[src/rtl/alu_pkg.sv]
// Shared widths and alu_sel operation codes ({funct7[5], funct3}) for the EX/ID datapath slice.
package alu_pkg;

  localparam int unsigned XLEN      = 32;
  localparam int unsigned PC_W      = 8;
  localparam int unsigned ALU_SEL_W = 4;

  localparam logic [ALU_SEL_W-1:0] ALU_ADD  = 4'b0000;
  localparam logic [ALU_SEL_W-1:0] ALU_SUB  = 4'b1000;
  localparam logic [ALU_SEL_W-1:0] ALU_SLL  = 4'b0001;
  localparam logic [ALU_SEL_W-1:0] ALU_SRL  = 4'b0101;
  localparam logic [ALU_SEL_W-1:0] ALU_SRA  = 4'b1101;
  localparam logic [ALU_SEL_W-1:0] ALU_SLT  = 4'b0010;
  localparam logic [ALU_SEL_W-1:0] ALU_SLTU = 4'b0011;
  localparam logic [ALU_SEL_W-1:0] ALU_XOR  = 4'b0100;
  localparam logic [ALU_SEL_W-1:0] ALU_OR   = 4'b0110;
  localparam logic [ALU_SEL_W-1:0] ALU_AND  = 4'b0111;
  localparam logic [ALU_SEL_W-1:0] ALU_PASS = 4'b1111;

endpackage

[src/rtl/alu_branch_unit_if.sv]
// Operand, compare, redirect and counter signals between the pipeline and alu_branch_unit.
interface alu_branch_unit_if;
  import alu_pkg::*;

  logic [XLEN-1:0]      alu_a;
  logic [XLEN-1:0]      alu_b;
  logic [ALU_SEL_W-1:0] alu_sel;
  logic [XLEN-1:0]      alu_result;
  logic [XLEN-1:0]      cmp_a;
  logic [XLEN-1:0]      cmp_b;
  logic                 br_u;
  logic                 br_eq;
  logic                 br_lt;
  logic                 pc_sel;
  logic [XLEN-1:0]      imm;
  logic [PC_W-1:0]      id_pc;
  logic                 stall;
  logic                 branch;
  logic [PC_W-1:0]      pc_branch;
  logic [XLEN-1:0]      br_count;

  modport master (
    output alu_a, alu_b, alu_sel, cmp_a, cmp_b, br_u, pc_sel, imm, id_pc, stall,
    input  alu_result, br_eq, br_lt, branch, pc_branch, br_count
  );

  modport slave (
    input  alu_a, alu_b, alu_sel, cmp_a, cmp_b, br_u, pc_sel, imm, id_pc, stall,
    output alu_result, br_eq, br_lt, branch, pc_branch, br_count
  );

endinterface

[src/rtl/alu_core.sv]
// Combinational RV32I ALU; unlisted alu_sel codes produce zero.
module alu_core
  import alu_pkg::*;
(
  input  logic [XLEN-1:0]      alu_a,
  input  logic [XLEN-1:0]      alu_b,
  input  logic [ALU_SEL_W-1:0] alu_sel,
  output logic [XLEN-1:0]      alu_result
);

  logic [4:0] shamt;
  assign shamt = alu_b[4:0];

  always_comb begin
    alu_result = '0;
    case (alu_sel)
      ALU_ADD:  alu_result = alu_a + alu_b;
      ALU_SUB:  alu_result = alu_a - alu_b;
      ALU_SLL:  alu_result = alu_a << shamt;
      ALU_SRL:  alu_result = alu_a >> shamt;
      ALU_SRA:  alu_result = XLEN'($signed(alu_a) >>> shamt);
      ALU_SLT:  alu_result = XLEN'($signed(alu_a) < $signed(alu_b));
      ALU_SLTU: alu_result = XLEN'(alu_a < alu_b);
      ALU_XOR:  alu_result = alu_a ^ alu_b;
      ALU_OR:   alu_result = alu_a | alu_b;
      ALU_AND:  alu_result = alu_a & alu_b;
      ALU_PASS: alu_result = alu_b;
      default:  alu_result = '0;
    endcase
  end

endmodule

[src/rtl/alu_branch_unit.sv]
// EX ALU, branch comparator and ID redirect logic; the taken-branch counter is built
// only when BRANCH_CNT_EN is defined, otherwise br_count reads zero.
module alu_branch_unit
  import alu_pkg::*;
(
  input  logic             clk,
  input  logic             rst,
  alu_branch_unit_if.slave bus
);

  logic branch_c;
  logic unused_imm_hi;

  alu_core u_alu_core (
    .alu_a      (bus.alu_a),
    .alu_b      (bus.alu_b),
    .alu_sel    (bus.alu_sel),
    .alu_result (bus.alu_result)
  );

  assign bus.br_eq = (bus.cmp_a == bus.cmp_b);
  assign bus.br_lt = bus.br_u ? (bus.cmp_a < bus.cmp_b)
                              : ($signed(bus.cmp_a) < $signed(bus.cmp_b));

  // A stalled redirect is dropped here and re-presented by ID once the stall clears.
  assign branch_c      = bus.pc_sel & ~bus.stall;
  assign bus.branch    = branch_c;
  assign bus.pc_branch = bus.id_pc + bus.imm[PC_W-1:0];
  assign unused_imm_hi = ^bus.imm[XLEN-1:PC_W];

`ifdef BRANCH_CNT_EN
  logic [XLEN-1:0] br_count_q;

  always_ff @(posedge clk or posedge rst) begin
    if (rst) begin
      br_count_q <= '0;
    end else if (branch_c) begin
      br_count_q <= br_count_q + XLEN'(1);
    end
  end

  assign bus.br_count = br_count_q;
`else
  logic unused_clk_rst;
  assign unused_clk_rst = clk ^ rst;
  assign bus.br_count   = '0;
`endif

endmodule

[src/flat_wrapper.sv]
// flat-port wrapper written by rule: the top's interface ports become plain ports
module alu_branch_unit_flat import alu_pkg::*;
  (clk, rst, bus_alu_a, bus_alu_b, bus_alu_sel, bus_cmp_a, bus_cmp_b, bus_br_u, bus_pc_sel, bus_imm, bus_id_pc, bus_stall, bus_alu_result, bus_br_eq, bus_br_lt, bus_branch, bus_pc_branch, bus_br_count);
  alu_branch_unit_if bus_i ();
  input  logic clk;
  input  logic rst;
  input wire logic [$bits(bus_i.alu_a)-1:0] bus_alu_a;
  input wire logic [$bits(bus_i.alu_b)-1:0] bus_alu_b;
  input wire logic [$bits(bus_i.alu_sel)-1:0] bus_alu_sel;
  input wire logic [$bits(bus_i.cmp_a)-1:0] bus_cmp_a;
  input wire logic [$bits(bus_i.cmp_b)-1:0] bus_cmp_b;
  input wire logic [$bits(bus_i.br_u)-1:0] bus_br_u;
  input wire logic [$bits(bus_i.pc_sel)-1:0] bus_pc_sel;
  input wire logic [$bits(bus_i.imm)-1:0] bus_imm;
  input wire logic [$bits(bus_i.id_pc)-1:0] bus_id_pc;
  input wire logic [$bits(bus_i.stall)-1:0] bus_stall;
  output wire logic [$bits(bus_i.alu_result)-1:0] bus_alu_result;
  output wire logic [$bits(bus_i.br_eq)-1:0] bus_br_eq;
  output wire logic [$bits(bus_i.br_lt)-1:0] bus_br_lt;
  output wire logic [$bits(bus_i.branch)-1:0] bus_branch;
  output wire logic [$bits(bus_i.pc_branch)-1:0] bus_pc_branch;
  output wire logic [$bits(bus_i.br_count)-1:0] bus_br_count;
  assign bus_i.alu_a = bus_alu_a;
  assign bus_i.alu_b = bus_alu_b;
  assign bus_i.alu_sel = bus_alu_sel;
  assign bus_i.cmp_a = bus_cmp_a;
  assign bus_i.cmp_b = bus_cmp_b;
  assign bus_i.br_u = bus_br_u;
  assign bus_i.pc_sel = bus_pc_sel;
  assign bus_i.imm = bus_imm;
  assign bus_i.id_pc = bus_id_pc;
  assign bus_i.stall = bus_stall;
  assign bus_alu_result = bus_i.alu_result;
  assign bus_br_eq = bus_i.br_eq;
  assign bus_br_lt = bus_i.br_lt;
  assign bus_branch = bus_i.branch;
  assign bus_pc_branch = bus_i.pc_branch;
  assign bus_br_count = bus_i.br_count;
  alu_branch_unit u_core (.clk(clk), .rst(rst), .bus(bus_i));
endmodule
[config.mk]
export PLATFORM = sky130hd
export DESIGN_NAME = alu_branch_unit_flat
export DESIGN_NICKNAME = d
export VERILOG_FILES = /design/src/rtl/alu_pkg.sv /design/src/rtl/alu_branch_unit_if.sv /design/src/rtl/alu_core.sv /design/src/rtl/alu_branch_unit.sv /design/src/flat_wrapper.sv
export SDC_FILE = /design/constraint.sdc
export NUM_CORES = 1
export LEC_CHECK = 0
export ABC_AREA = 0
export CAP_MARGIN = 20
export CORE_ASPECT_RATIO = 0.9
export CORE_MARGIN = 10
export CORE_UTILIZATION = 48
export DETAILED_ROUTE_END_ITERATION = 16
export PLACE_DENSITY = 0.86
export SYNTH_ARGS = -nofsm -noshare
export SYNTH_HDL_FRONTEND = slang
export SYNTH_SLANG_ARGS = --single-unit
export TNS_END_PERCENT = 5
[constraint.sdc]
create_clock -name vclk -period 5
set_input_delay 0.5 -clock vclk [all_inputs]
set_output_delay 0.5 -clock vclk [all_outputs]
set_load 0.01 [all_outputs]
==> flow_summary.yaml, run 1 <==
# yosys + openroad results
cells_and_area:
  diodes: 0
  drive_gt1_share_pct: 10.98
  dominant-cell-class: "multi-input combinational cells"
  layout_top_cell_excl_fill_tap: "clkdlybuf4s50_1"
  syn_to_final_growth_pct: 26.53
  most-common-layout-cells: "181 x clkdlybuf4s50_1, 178 x nor2_1, 175 x a21oi_1"
  final-clk-cell-share_pct: 0
  fillers: 1954
critical_path:
  critPathRequiredTime_ns: 4.50
  critPathTopFamily: "AND-OR/OR-AND gates"
  cp_common_cell: "clkdlybuf4s50_1"
  cp.depth: 13
  critical_path.max_fanout: 3
detailed_routing:
  avgRoutedWirePerCell_um: 23.60
  drc: 0
  wl_met3_um: 5708
run_status:
  outcome: "finished, final reports clean"
die:
  pin_count: 252
  core_mm2: 0.02023
  rows: 49
  fp.dieH_um: 156.9
final_timing:
  rsz0062_at_grt: "yes"
  layout_min_cycle_time_ns: 4.905
  timing.setup.tns_ns: 0
  setup_violations: 0
  finalHoldViolCount: 0
  worst_pin_slew_ns: 0.9553
synthesis:
  topCellsByArea: "ha_1 17%, a21oi_1 8.9%, mux2i_1 7.6%"
  common_cells: "178 x nor2_1, 177 x a21oi_1, 136 x ha_1"
  simple_gate_area_share_pct: 19.48
  top_area_cell: "ha_1"
global_routing:
  met2_usage_pct: 52.25
  gr-usage-met1_pct: 42.03
  grt_max_degree: 81
power:
  fin_total_pwr_mw: 1.483
  p_int_uw: 641.5
cts:
  post-cts-setup-buffer-count: 0
place:
  dp_cells: 1986
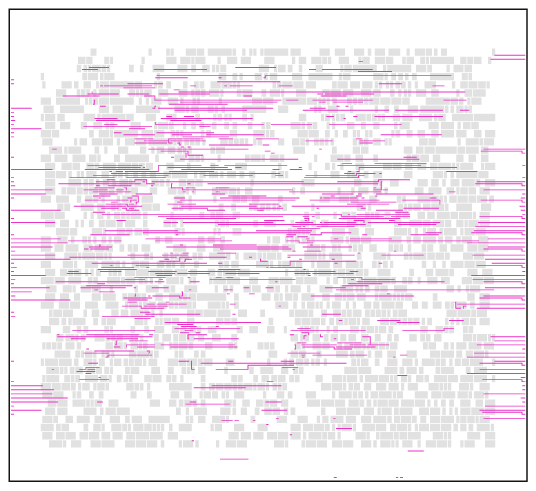
run_1/layer_met3.png
Drawn at 3 px/um.
nets with wire on the layer: 391
longest straight run: 95.2 um
main direction: horizontal
Vias: 12820
grt met3 use: 6.615%

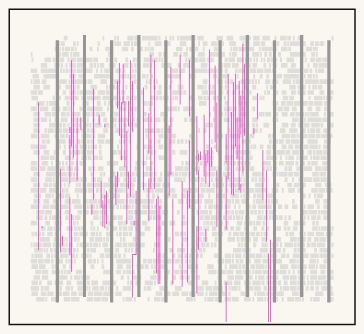
run_1/layer_met4.png
Drawn at 2 px/um. Supply wires on this layer in gray.
nets with wire on the layer: 75
wire length on this layer: 2400 um
routed wire length: 46870 um

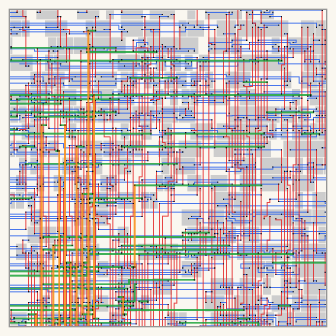
run_1/detail.png
Region (104, 93) to (154, 143) um. Cells in gray, sequential cells in the stronger gray; small squares are vias.
| layer | color |
|---|---|
| metal 1 | blue |
| metal 2 | red |
| metal 3 | green |
| metal 4 | orange |
most frequent: nor2_1 (42), a21oi_1 (24), buf_4 (24)
cells with their middle in the window: 224
sequential cells in the window: 0

run_1/io_placement.png
Drawn at 2 px/um. Pins as bars across the die edge, other pins in gray.
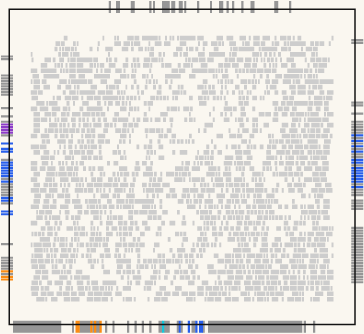

--- run 2 (diff from run 1) ---
--- a/config.mk
+++ b/config.mk
@@ -9,9 +9,9 @@
 export CAP_MARGIN = 20
 export CORE_ASPECT_RATIO = 0.9
 export CORE_MARGIN = 10
-export CORE_UTILIZATION = 48
+export CORE_UTILIZATION = 45
 export DETAILED_ROUTE_END_ITERATION = 16
-export PLACE_DENSITY = 0.86
+export PLACE_DENSITY = 0.78
 export SYNTH_ARGS = -nofsm -noshare
 export SYNTH_HDL_FRONTEND = slang
 export SYNTH_SLANG_ARGS = --single-unit
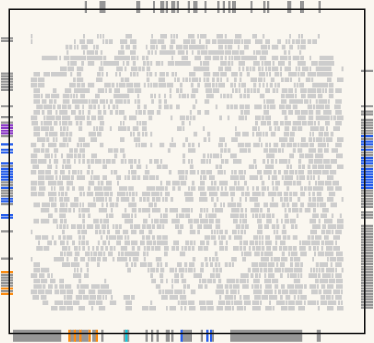
run_2/io_placement.png
Drawn at 2 px/um. Pins as bars across the die edge, other pins in gray.
| port | color | pins | direction | edge |
|---|---|---|---|---|
| bus_alu_result | blue | 32 | output | 15 east, 14 west, 3 south |
| bus_id_pc | orange | 8 | input | 5 south, 3 west |
| bus_alu_sel | purple | 4 | input | west |
| bus_stall | cyan | 1 | input | south |
all pins by edge: 102 south, 71 east, 49 west, 30 north
Die Wd: 177.1 um
vertical die size: 161.3 um
port bufs: 194

==> flow_summary.yaml, run 2 <==
# yosys + openroad results
run_status:
  outcome: "complete, but fails checks"
  violations: "negative setup slack"
synthesis:
  common_cells: "178 x nor2_1, 177 x a21oi_1, 136 x ha_1"
  simple_gate_area_share_pct: 19.48
  topCellsByArea: "ha_1 17%, a21oi_1 8.9%, mux2i_1 7.6%"
  top_area_cell: "ha_1"
cells_and_area:
  most-common-layout-cells: "180 x clkdlybuf4s50_1, 177 x nor2_1, 176 x a21oi_1"
  drive_gt1_share_pct: 11.24
  syn_to_final_growth_pct: 26.92
  dominant-cell-class: "multi-input combinational cells"
critical_path:
  cp.depth: 15
  cp_common_cell: "clkdlybuf4s50_1"
  critical_path.max_fanout: 4
  critPathRequiredTime_ns: 4.50
  cp.arrival_ns: 4.50
global_routing:
  gr-usage-met1_pct: 40.89
  globalRouteMet3Util_pct: 4.639
  grt_max_degree: 81
die:
  core_mm2: 0.02176
  pin_count: 252
  rows: 51
detailed_routing:
  drc: 0
  vias: 12700
  avgRoutedWirePerCell_um: 22.63
  drt_wl_total_um: 45850
  wl_met3_um: 5088
final_timing:
  finalHoldViolCount: 0
  setup_ws_ns: -0.003725
  layout_min_cycle_time_ns: 5.004
  setup_violations: 1
  worst_pin_slew_ns: 1.040
  rsz0062_at_grt: "yes"
  maxSlewHeadroom_pct: 30.44
cts:
  post-cts-setup-buffer-count: 0
power:
  p_int_uw: 641.3
  seq-power_uw: 0
place:
  dp_cells: 2026
  place_ws_ns: -0.09899
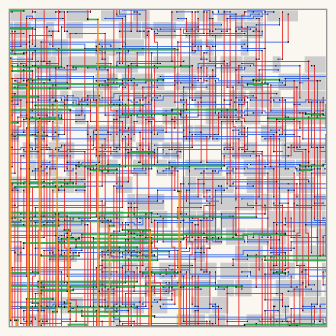
run_2/detail.png
Region (108, 96) to (158, 146) um. Cells in gray, sequential cells in the stronger gray; small squares are vias.
| layer | color |
|---|---|
| metal 1 | blue |
| metal 2 | red |
| metal 4 | orange |
| metal 3 | green |
sequential cells in the window: 0
most frequent: nor2_1 (41), buf_4 (27), a21oi_1 (25)
cells with their middle in the window: 228

run_2/layer_met4.png
Drawn at 2 px/um. Supply wires on this layer in gray.
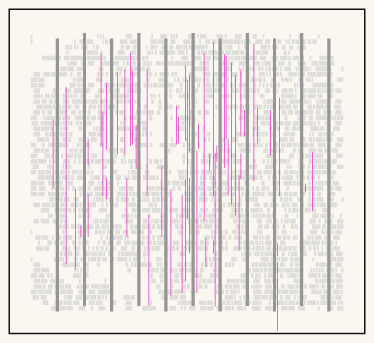

--- run 3 (diff from run 2) ---
--- a/config.mk
+++ b/config.mk
@@ -7,7 +7,6 @@
 export LEC_CHECK = 0
 export ABC_AREA = 0
 export CAP_MARGIN = 20
-export CORE_ASPECT_RATIO = 0.9
 export CORE_MARGIN = 10
 export CORE_UTILIZATION = 45
 export DETAILED_ROUTE_END_ITERATION = 16
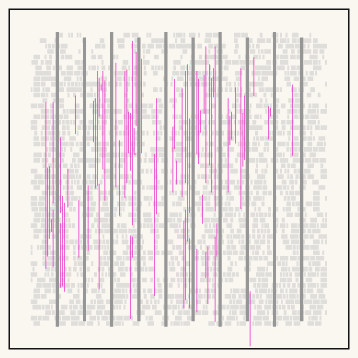
run_3/layer_met4.png
Drawn at 2 px/um. Supply wires on this layer in gray.
main direction: vertical
wire length on this layer: 2760 um
routed wire length: 47810 um
Vias: 12880

==> flow_summary.yaml, run 3 <==
# yosys + openroad results
run_status:
  outcome: "finished, final reports clean"
cells_and_area:
  most-common-layout-cells: "181 x clkdlybuf4s50_1, 178 x nor2_1, 177 x a21oi_1"
  drive_gt1_share_pct: 11.89
  comb_share_pct: 70.14
  diodes: 0
  syn_to_final_growth_pct: 28.06
  seq_share_pct: 0
  dominant-cell-class: "multi-input combinational cells"
global_routing:
  grt_max_degree: 81
  grt_pass1_wl_um: 71970
  gr-usage-met1_pct: 40.55
detailed_routing:
  firstDrtPassIters: 6
  ant_nets: 0
  viasPerCell: 6.348
  wl_met3_um: 4480
  avgRoutedWirePerCell_um: 23.56
  drtIter0Drc: 1641
  drc: 0
critical_path:
  start_kind: "input port"
  cp.arrival_ns: 4.46
  critPathRequiredTime_ns: 4.50
  endpoint: "bus_alu_result[29]"
  critical_path.max_fanout: 6
  cp.depth: 16
  crit_path_top_delay_cell: "clkdlybuf4s50_1"
synthesis:
  synth.distinct_cells: 86
  simple_gate_area_share_pct: 19.48
  common_cells: "178 x nor2_1, 177 x a21oi_1, 136 x ha_1"
  logic_family: "AND-OR/OR-AND gates"
  topCellsByArea: "ha_1 17%, a21oi_1 8.9%, mux2i_1 7.6%"
  synthMuxAreaShare_pct: 13.25
  top_area_cell: "ha_1"
  postSynthSeqShare_pct: 0
die:
  fp.dieH_um: 169.0
  die_width_um: 169.0
  core_util_floorplan_pct: 45.77
  die-area_mm2: 0.02856
  pin_count: 252
  core_mm2: 0.02182
  rows: 54
power:
  pg_comb_mw: 1.48
  p_int_uw: 645.0
  seqPwrFrac_pct: 0
  cellPowerDensity_mw_per_mm2: 115.8
  switching_share_pct: 56.44
  p_leak_nw: 5.858
  seq-power_uw: 0
  p_clk_uw: 0
final_timing:
  rsz0062_at_grt: "yes"
  layout_min_cycle_time_ns: 4.964
  slew_violations: 0
  finalHoldViolCount: 0
  setup_violations: 0
  setup_ws_ns: 0.03650
  worst_pin_slew_ns: 0.7927
  fmax_ghz: 0.2015
  timing.setup.tns_ns: 0
  maxSlewHeadroom_pct: 46.96
place:
  place_ws_ns: -0.1884
  place.port_buffers: 194
  dp_hpwl_um: 38930
  dp_cells: 2029
cts:
  post-cts-setup-buffer-count: 0
min_path:
  hold_end: "bus_branch"
  worstHoldPathType: "in -> out"
  min-delay-start: "bus_stall"
run:
  warnings: 126
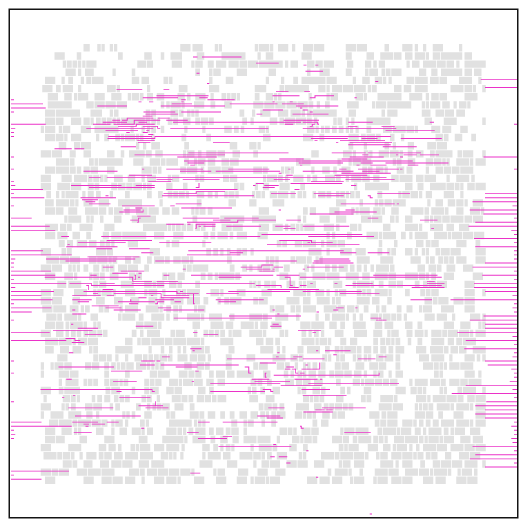
run_3/layer_met3.png
Drawn at 3 px/um.
share of all routed wire: 9.4%
longest straight run: 92.9 um
main direction: horizontal
nets with wire on the layer: 363
grt met3 use: 4.724%

Power figures rest on the tool's default switching activity, not on a simulated workload.
